Fig. 1: the clock network
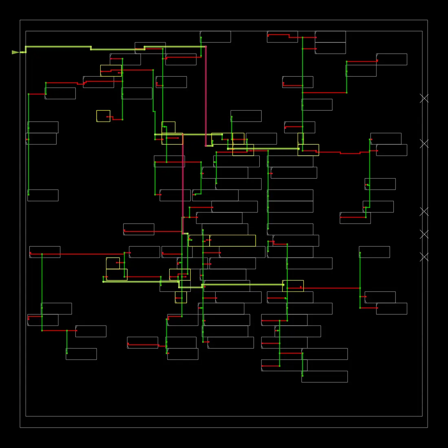
Fig. 2: supply network
Pins as bars on the die edge.
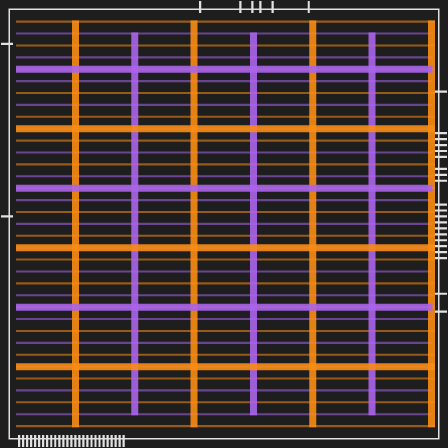
Fig. 3: sequential cells coloured by netlist name
Other sequential cells in the stronger grey, the rest of the logic in the fainter grey.
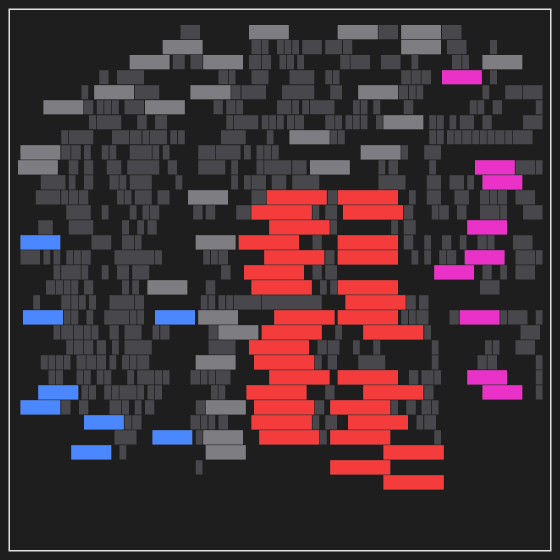
**src/rtl/h80cpu_uart_rx_pkg.sv**
```systemverilog
// Shared h80cpu IO bus types plus UART RX register offsets, status bit indices and RX FSM states.
// PARITY state only exists when H80CPU_UART_RX_PARITY_EN is defined.
package h80cpu_uart_rx_pkg;

    typedef logic [15:0] bus_addr_t;
    typedef logic [15:0] bus_data_t;

    typedef enum logic [2:0] {
        BUS_NOP     = 3'd0,
        BUS_READ_W  = 3'd1,
        BUS_WRITE_W = 3'd2,
        BUS_READ_B  = 3'd3,
        BUS_WRITE_B = 3'd4
    } bus_cmd_t;

    localparam bus_addr_t UART_RX_DATA = 16'h0000;
    localparam bus_addr_t UART_RX_STAT = 16'h0002;

    localparam int UART_RX_STAT_NONEMPTY = 0;
    localparam int UART_RX_STAT_OVR      = 1;
    localparam int UART_RX_STAT_FERR     = 2;
    localparam int UART_RX_STAT_PERR     = 3;
    localparam int UART_RX_DATA_VALID    = 15;

    typedef enum logic [2:0] {
        RX_IDLE,
        RX_START,
        RX_DATA,
`ifdef H80CPU_UART_RX_PARITY_EN
        RX_PARITY,
`endif
        RX_STOP
    } rx_state_t;

    function automatic logic even_parity(input logic [7:0] b);
        return ^b;
    endfunction

endpackage

```
**src/rtl/h80cpu_fifo.sv**
```systemverilog
// Synchronous FIFO, combinational read of the head entry; push while full is dropped
// unless a pop happens in the same clock, in which case both succeed.
module h80cpu_fifo #(
    parameter int WIDTH = 8,
    parameter int DEPTH = 4
) (
    input  logic             clk,
    input  logic             reset,
    input  logic             push,
    input  logic             pop,
    input  logic [WIDTH-1:0] din,
    output logic [WIDTH-1:0] dout,
    output logic             full,
    output logic             empty
);
    localparam int AW = $clog2(DEPTH);

    logic [AW:0]      wr_ptr_q, wr_ptr_d;
    logic [AW:0]      rd_ptr_q, rd_ptr_d;
    logic [WIDTH-1:0] mem_q [DEPTH];
    logic             do_push, do_pop;

    // Extra pointer MSB distinguishes full from empty when the indices match.
    assign empty   = (wr_ptr_q == rd_ptr_q);
    assign full    = (wr_ptr_q[AW-1:0] == rd_ptr_q[AW-1:0]) && (wr_ptr_q[AW] != rd_ptr_q[AW]);
    assign dout    = mem_q[rd_ptr_q[AW-1:0]];
    assign do_pop  = pop && !empty;
    assign do_push = push && (!full || do_pop);

    always_comb begin
        wr_ptr_d = wr_ptr_q;
        rd_ptr_d = rd_ptr_q;
        if (do_push) wr_ptr_d = wr_ptr_q + 1'b1;
        if (do_pop)  rd_ptr_d = rd_ptr_q + 1'b1;
    end

    always_ff @(posedge clk) begin
        if (reset) begin
            wr_ptr_q <= '0;
            rd_ptr_q <= '0;
        end else begin
            wr_ptr_q <= wr_ptr_d;
            rd_ptr_q <= rd_ptr_d;
        end
        if (do_push) mem_q[wr_ptr_q[AW-1:0]] <= din;
    end

endmodule

```
**src/rtl/h80cpu_uart_rx.sv**
```systemverilog
// UART 8N1 receiver on the h80cpu IO bus (even parity with H80CPU_UART_RX_PARITY_EN); 1-clk
// run/done toggle response; a full FIFO drops new bytes and sets ovr instead of stalling.
module h80cpu_uart_rx
    import h80cpu_uart_rx_pkg::*;
#(
    parameter int CLK_FREQ   = 27000000,
    parameter int BAUD       = 115200,
    parameter int FIFO_DEPTH = 4
) (
    input  logic      clk,
    input  logic      reset,
    input  bus_addr_t addr,
    input  bus_cmd_t  cmd,
    input  logic      run,
    input  bus_data_t wr_data,
    output bus_data_t rd_data,
    output logic      done,
    input  logic      rxd
);
    localparam int BIT_DIV = CLK_FREQ / BAUD;
    localparam int CW      = $clog2(BIT_DIV + 1);
    localparam logic [CW-1:0] CNT_HALF = CW'(BIT_DIV / 2);
    localparam logic [CW-1:0] CNT_FULL = CW'(BIT_DIV - 1);

    logic            rxd_s1_q, rxd_s2_q;
    rx_state_t       state_q, state_d;
    logic [CW-1:0]   cnt_q, cnt_d;
    logic [2:0]      bitcnt_q, bitcnt_d;
    logic [7:0]      shift_q, shift_d;
    logic            stop_err_q, stop_err_d;
    logic            par_bad_q, par_bad_d;
    logic            ovr_q, ovr_d, ferr_q, ferr_d, perr_q, perr_d;
    logic            done_q, done_d;
    bus_data_t       rd_data_q, rd_data_d;

    logic            rx_in, cnt_zero, byte_ok, ferr_set, perr_set, ovr_set;
    logic            pending, is_rd, is_wr, is_byte;
    logic [2:0]      clr;
    bus_data_t       status_word, data_word, sel_word;
    logic            fifo_push, fifo_pop, fifo_full, fifo_empty;
    logic [7:0]      fifo_dout;
    logic            unused_bits;

    assign rx_in       = rxd_s2_q;
    assign cnt_zero    = (cnt_q == '0);
    assign unused_bits = ^{addr[15:2], wr_data[15:4], wr_data[0]};

    h80cpu_fifo #(.WIDTH(8), .DEPTH(FIFO_DEPTH)) u_fifo (
        .clk   (clk),
        .reset (reset),
        .push  (fifo_push),
        .pop   (fifo_pop),
        .din   (shift_q),
        .dout  (fifo_dout),
        .full  (fifo_full),
        .empty (fifo_empty)
    );

    always_comb begin
        state_d    = state_q;
        cnt_d      = cnt_q;
        bitcnt_d   = bitcnt_q;
        shift_d    = shift_q;
        stop_err_d = stop_err_q;
        par_bad_d  = par_bad_q;
        byte_ok    = 1'b0;
        ferr_set   = 1'b0;
        perr_set   = 1'b0;
        case (state_q)
            RX_IDLE: if (!rx_in) begin
                state_d = RX_START;
                cnt_d   = CNT_HALF;
            end
            RX_START: if (!cnt_zero) cnt_d = cnt_q - CW'(1);
                else if (rx_in) state_d = RX_IDLE;
                else begin
                    state_d    = RX_DATA;
                    bitcnt_d   = 3'd0;
                    cnt_d      = CNT_FULL;
                    stop_err_d = 1'b0;
                    par_bad_d  = 1'b0;
                end
            RX_DATA: if (!cnt_zero) cnt_d = cnt_q - CW'(1);
                else begin
                    shift_d  = {rx_in, shift_q[7:1]};
                    cnt_d    = CNT_FULL;
                    bitcnt_d = bitcnt_q + 3'd1;
`ifdef H80CPU_UART_RX_PARITY_EN
                    if (bitcnt_q == 3'd7) state_d = RX_PARITY;
`else
                    if (bitcnt_q == 3'd7) state_d = RX_STOP;
`endif
                end
`ifdef H80CPU_UART_RX_PARITY_EN
            RX_PARITY: if (!cnt_zero) cnt_d = cnt_q - CW'(1);
                else begin
                    par_bad_d = (rx_in != even_parity(shift_q));
                    perr_set  = par_bad_d;
                    cnt_d     = CNT_FULL;
                    state_d   = RX_STOP;
                end
`endif
            RX_STOP: if (stop_err_q) begin
                    // Hold here through a broken stop bit so its low level is not seen as a new start.
                    if (rx_in) begin
                        state_d    = RX_IDLE;
                        stop_err_d = 1'b0;
                    end
                end else if (!cnt_zero) cnt_d = cnt_q - CW'(1);
                else if (rx_in) begin
                    byte_ok = !par_bad_q;
                    state_d = RX_IDLE;
                end else begin
                    ferr_set   = 1'b1;
                    stop_err_d = 1'b1;
                end
            default: state_d = RX_IDLE;
        endcase
    end

    always_comb begin
        pending  = (run != done_q);
        is_rd    = (cmd == BUS_READ_W)  || (cmd == BUS_READ_B);
        is_wr    = (cmd == BUS_WRITE_W) || (cmd == BUS_WRITE_B);
        is_byte  = (cmd == BUS_READ_B)  || (cmd == BUS_WRITE_B);

        status_word = '0;
        status_word[UART_RX_STAT_NONEMPTY] = !fifo_empty;
        status_word[UART_RX_STAT_OVR]      = ovr_q;
        status_word[UART_RX_STAT_FERR]     = ferr_q;
        status_word[UART_RX_STAT_PERR]     = perr_q;
        data_word = '0;
        if (!fifo_empty) data_word = {1'b1, 7'b0, fifo_dout};
        sel_word = addr[1] ? status_word : data_word;

        fifo_pop  = pending && is_rd && !addr[1] && !fifo_empty && (!is_byte || !addr[0]);
        fifo_push = byte_ok && (!fifo_full || fifo_pop);
        ovr_set   = byte_ok && fifo_full && !fifo_pop;

        clr = 3'b000;
        if (pending && is_wr && addr[1] && (!is_byte || !addr[0])) clr = wr_data[3:1];
        ovr_d  = (ovr_q  & ~clr[0]) | ovr_set;
        ferr_d = (ferr_q & ~clr[1]) | ferr_set;
        perr_d = (perr_q & ~clr[2]) | perr_set;

        done_d    = pending ? ~done_q : done_q;
        rd_data_d = rd_data_q;
        if (pending && is_rd)
            rd_data_d = is_byte ? {8'h00, (addr[0] ? sel_word[15:8] : sel_word[7:0])} : sel_word;
    end

    always_ff @(posedge clk) begin
        if (reset) begin
            rxd_s1_q   <= 1'b1;
            rxd_s2_q   <= 1'b1;
            state_q    <= RX_IDLE;
            cnt_q      <= '0;
            bitcnt_q   <= '0;
            shift_q    <= '0;
            stop_err_q <= 1'b0;
            par_bad_q  <= 1'b0;
            ovr_q      <= 1'b0;
            ferr_q     <= 1'b0;
            perr_q     <= 1'b0;
            done_q     <= 1'b0;
            rd_data_q  <= '0;
        end else begin
            rxd_s1_q   <= rxd;
            rxd_s2_q   <= rxd_s1_q;
            state_q    <= state_d;
            cnt_q      <= cnt_d;
            bitcnt_q   <= bitcnt_d;
            shift_q    <= shift_d;
            stop_err_q <= stop_err_d;
            par_bad_q  <= par_bad_d;
            ovr_q      <= ovr_d;
            ferr_q     <= ferr_d;
            perr_q     <= perr_d;
            done_q     <= done_d;
            rd_data_q  <= rd_data_d;
        end
    end

    assign done    = done_q;
    assign rd_data = rd_data_q;

endmodule
```
**config.mk**
```make
export PLATFORM = sky130hd
export DESIGN_NAME = h80cpu_uart_rx
export DESIGN_NICKNAME = d
export VERILOG_FILES = /design/src/rtl/h80cpu_uart_rx_pkg.sv /design/src/rtl/h80cpu_fifo.sv /design/src/rtl/h80cpu_uart_rx.sv
export SDC_FILE = /design/constraint.sdc
export NUM_CORES = 1
export LEC_CHECK = 0
export ABC_AREA = 1
export CAP_MARGIN = 15
export CORE_UTILIZATION = 40
export CTS_CLUSTER_DIAMETER = 120
export DETAILED_ROUTE_END_ITERATION = 12
export PLACE_DENSITY = 0.6
export SLEW_MARGIN = 10
export SYNTH_ARGS = -nofsm -noshare
export SYNTH_HDL_FRONTEND = slang
export SYNTH_HIERARCHICAL = 1
export SYNTH_SLANG_ARGS = --single-unit
```
**constraint.sdc**
```tcl
create_clock -name clk -period 5 [get_ports clk]
set_clock_uncertainty 0.2 [all_clocks]
set_input_delay 1.5 -clock clk [delete_from_list [all_inputs] [get_ports clk]]
set_output_delay 1.5 -clock clk [all_outputs]
set_load 0.02 [all_outputs]
```
==> results.cfg <==
; flow metrics
[final_layout]
antenna_cells = 0
signal_buffers = 27
inverters_excl_clock = 53
final_cell_mix = 69 x nor2_1, 69 x nand2_1, 45 x dfxtp_1, 44 x inv_1, 32 x edfxtp_1
drive_above_1_share = 0.111
clk_share = 0.0473
nets = 515
final_cells = 575

[power]
p_sw_mw = 0.452
finalPower_mw = 1.46
leakagePower_nw = 1.75
combPwrFrac = 0.214
top_power_group = sequential cells
p_int_mw = 1.01
pwr-share-clk = 0.316

[die]
core-area_sq_um = 8810
taps = 108
num_rows = 34
die_area_sq_um = 9580

[detailed_routing]
drt-total-wl_microns = 7060
first_pass_iters = 9
viasPerCell = 4.81
drc = 5

[run_status]
outcome = finished, violations left
failed_checks = design-rule violations

[grt]
antenna_found_initial = 0
met2_usage = 0.287
use_met3 = 0.0444
first_global_vias = 2634

[logic_synthesis]
netlist_instances = 432
synth.distinct_cells = 40
seq_area_frac_synth = 0.506
synth_chip_area_sq_um = 3680
ys_cells = 432
syn_area_sq_um = 3680

[placed_design]
pre_cts_slack_ns = 0.867
io_buffers = 21

[timing]
setup_violations = 0
rsz0062_at_grt = false
min_period_over_period = 0.754
maxSlewViolCount = 0
relSlewSlack = 0.572
tns_ns = 0

[clocking]
htree_levels = 3
cts_tree = done
cts_resized = 0
path_clk_slew_ns = 0.08
ctsRootBufferMaster = clkbuf_8

[hold_path]
hp-start = rxd_s1_q$_SDFF_PP1_
worstHoldPathType = flop to flop

[worst_setup_path]
startpoint = run
cp_slowest_cell = clkdlybuf4s50_1
critPathBufInv = 2
path_max_fanout = 8
path_cells = clkdlybuf4s50_1, xor2_1, nand3_1, nor2_1, nand2_1, a21boi_0, nand2_2, nor2_1, buf_4
crit_family = simple AND/OR/NAND/NOR gates
worstPathRequired_ns = 4.84
crit_type = input port to flop
-- Fig. 1 (at the start) --
Worst-Skew Late Latency: 0.35 ns
Clk. pwr: 0.463 mW
seq_cells: 77

-- Fig. 2 (at the start) --
Orange marks VSS. Purple marks VDD.
35 met1 rails follow the rows. 56 signal pins sit on the boundary. 6 straps on met5.
Max VDD drop: 0.194 mV
DIE HEIGHT: 97.9 microns
die width: 97.9 microns

-- Fig. 3 (at the start) --
Red marks u_fifo/mem_q, flops 32. Blue marks cnt_q, flops 8. Magenta marks rd_data, flops 9.
Another 28 sequential cells are not coloured.
fraction of area in registers: 0.443
fin util: 0.477
Seq power: 0.688 mW
FF+latch area: 1860 sq um

[flip-flops by register name, summed over array words and instances (netlist names), named ones only]
name and count:
ferr_q 1, u_fifo/mem_q 32, rd_data 9, rxd_s1_q 1
ovr_q 1, bitcnt_q 3, stop_err_q 1, rx_in 1
cnt_q 8, u_fifo/rd_ptr_q 3, done 1, shift_q 8
perr_q 1, u_fifo/wr_ptr_q 3, state_q 2
[final timing paths]
check,endpoint,depth (start not counted)
worst max-delay path,u_fifo/mem_q[3][3]$_DFFE_PP_,9
worst min-delay path,rx_in$_SDFF_PP1_,1
worst max register to register,u_fifo/mem_q[3][3]$_DFFE_PP_,13
worst min register to register,rx_in$_SDFF_PP1_,1
[kinds of logic after synthesis]
kind of cell,Yosys count,share of synthesized area
AOI/OAI and AO/OA,85,0.131
xor gates and xnor gates,6,0.0163
adders and majority gates,14,0.0477
buffers and inverters,67,0.0773
DFF,77,0.506
other,1,0.00102
and+or+nand+nor,182,0.221
[synthesized netlist by cell type, drive strengths merged]
cell | count | area [sq um]
o211a | 1 | 10.0
xnor2 | 1 | 16.3
or2 | 3 | 18.8
buf | 11 | 72.6
clkinv | 2 | 8.75
ha | 14 | 175
a31oi | 1 | 6.26
a21oi | 30 | 165
o22ai | 8 | 50.1
a22o | 1 | 8.76
inv | 51 | 191
nand4 | 2 | 18.8
o31ai | 2 | 15.0
nor3 | 1 | 5.00
nand3 | 26 | 145
nor3b | 1 | 7.51
dfxtp | 45 | 901
nor2 | 72 | 297
xor2 | 5 | 43.8
clkbuf | 3 | 11.3
nand2 | 77 | 319
a21boi | 1 | 7.51
o211ai | 2 | 15.0
o21ai | 39 | 203
edfxtp | 32 | 961
conb | 1 | 3.75
Power is estimated from default activity; no workload was simulated.
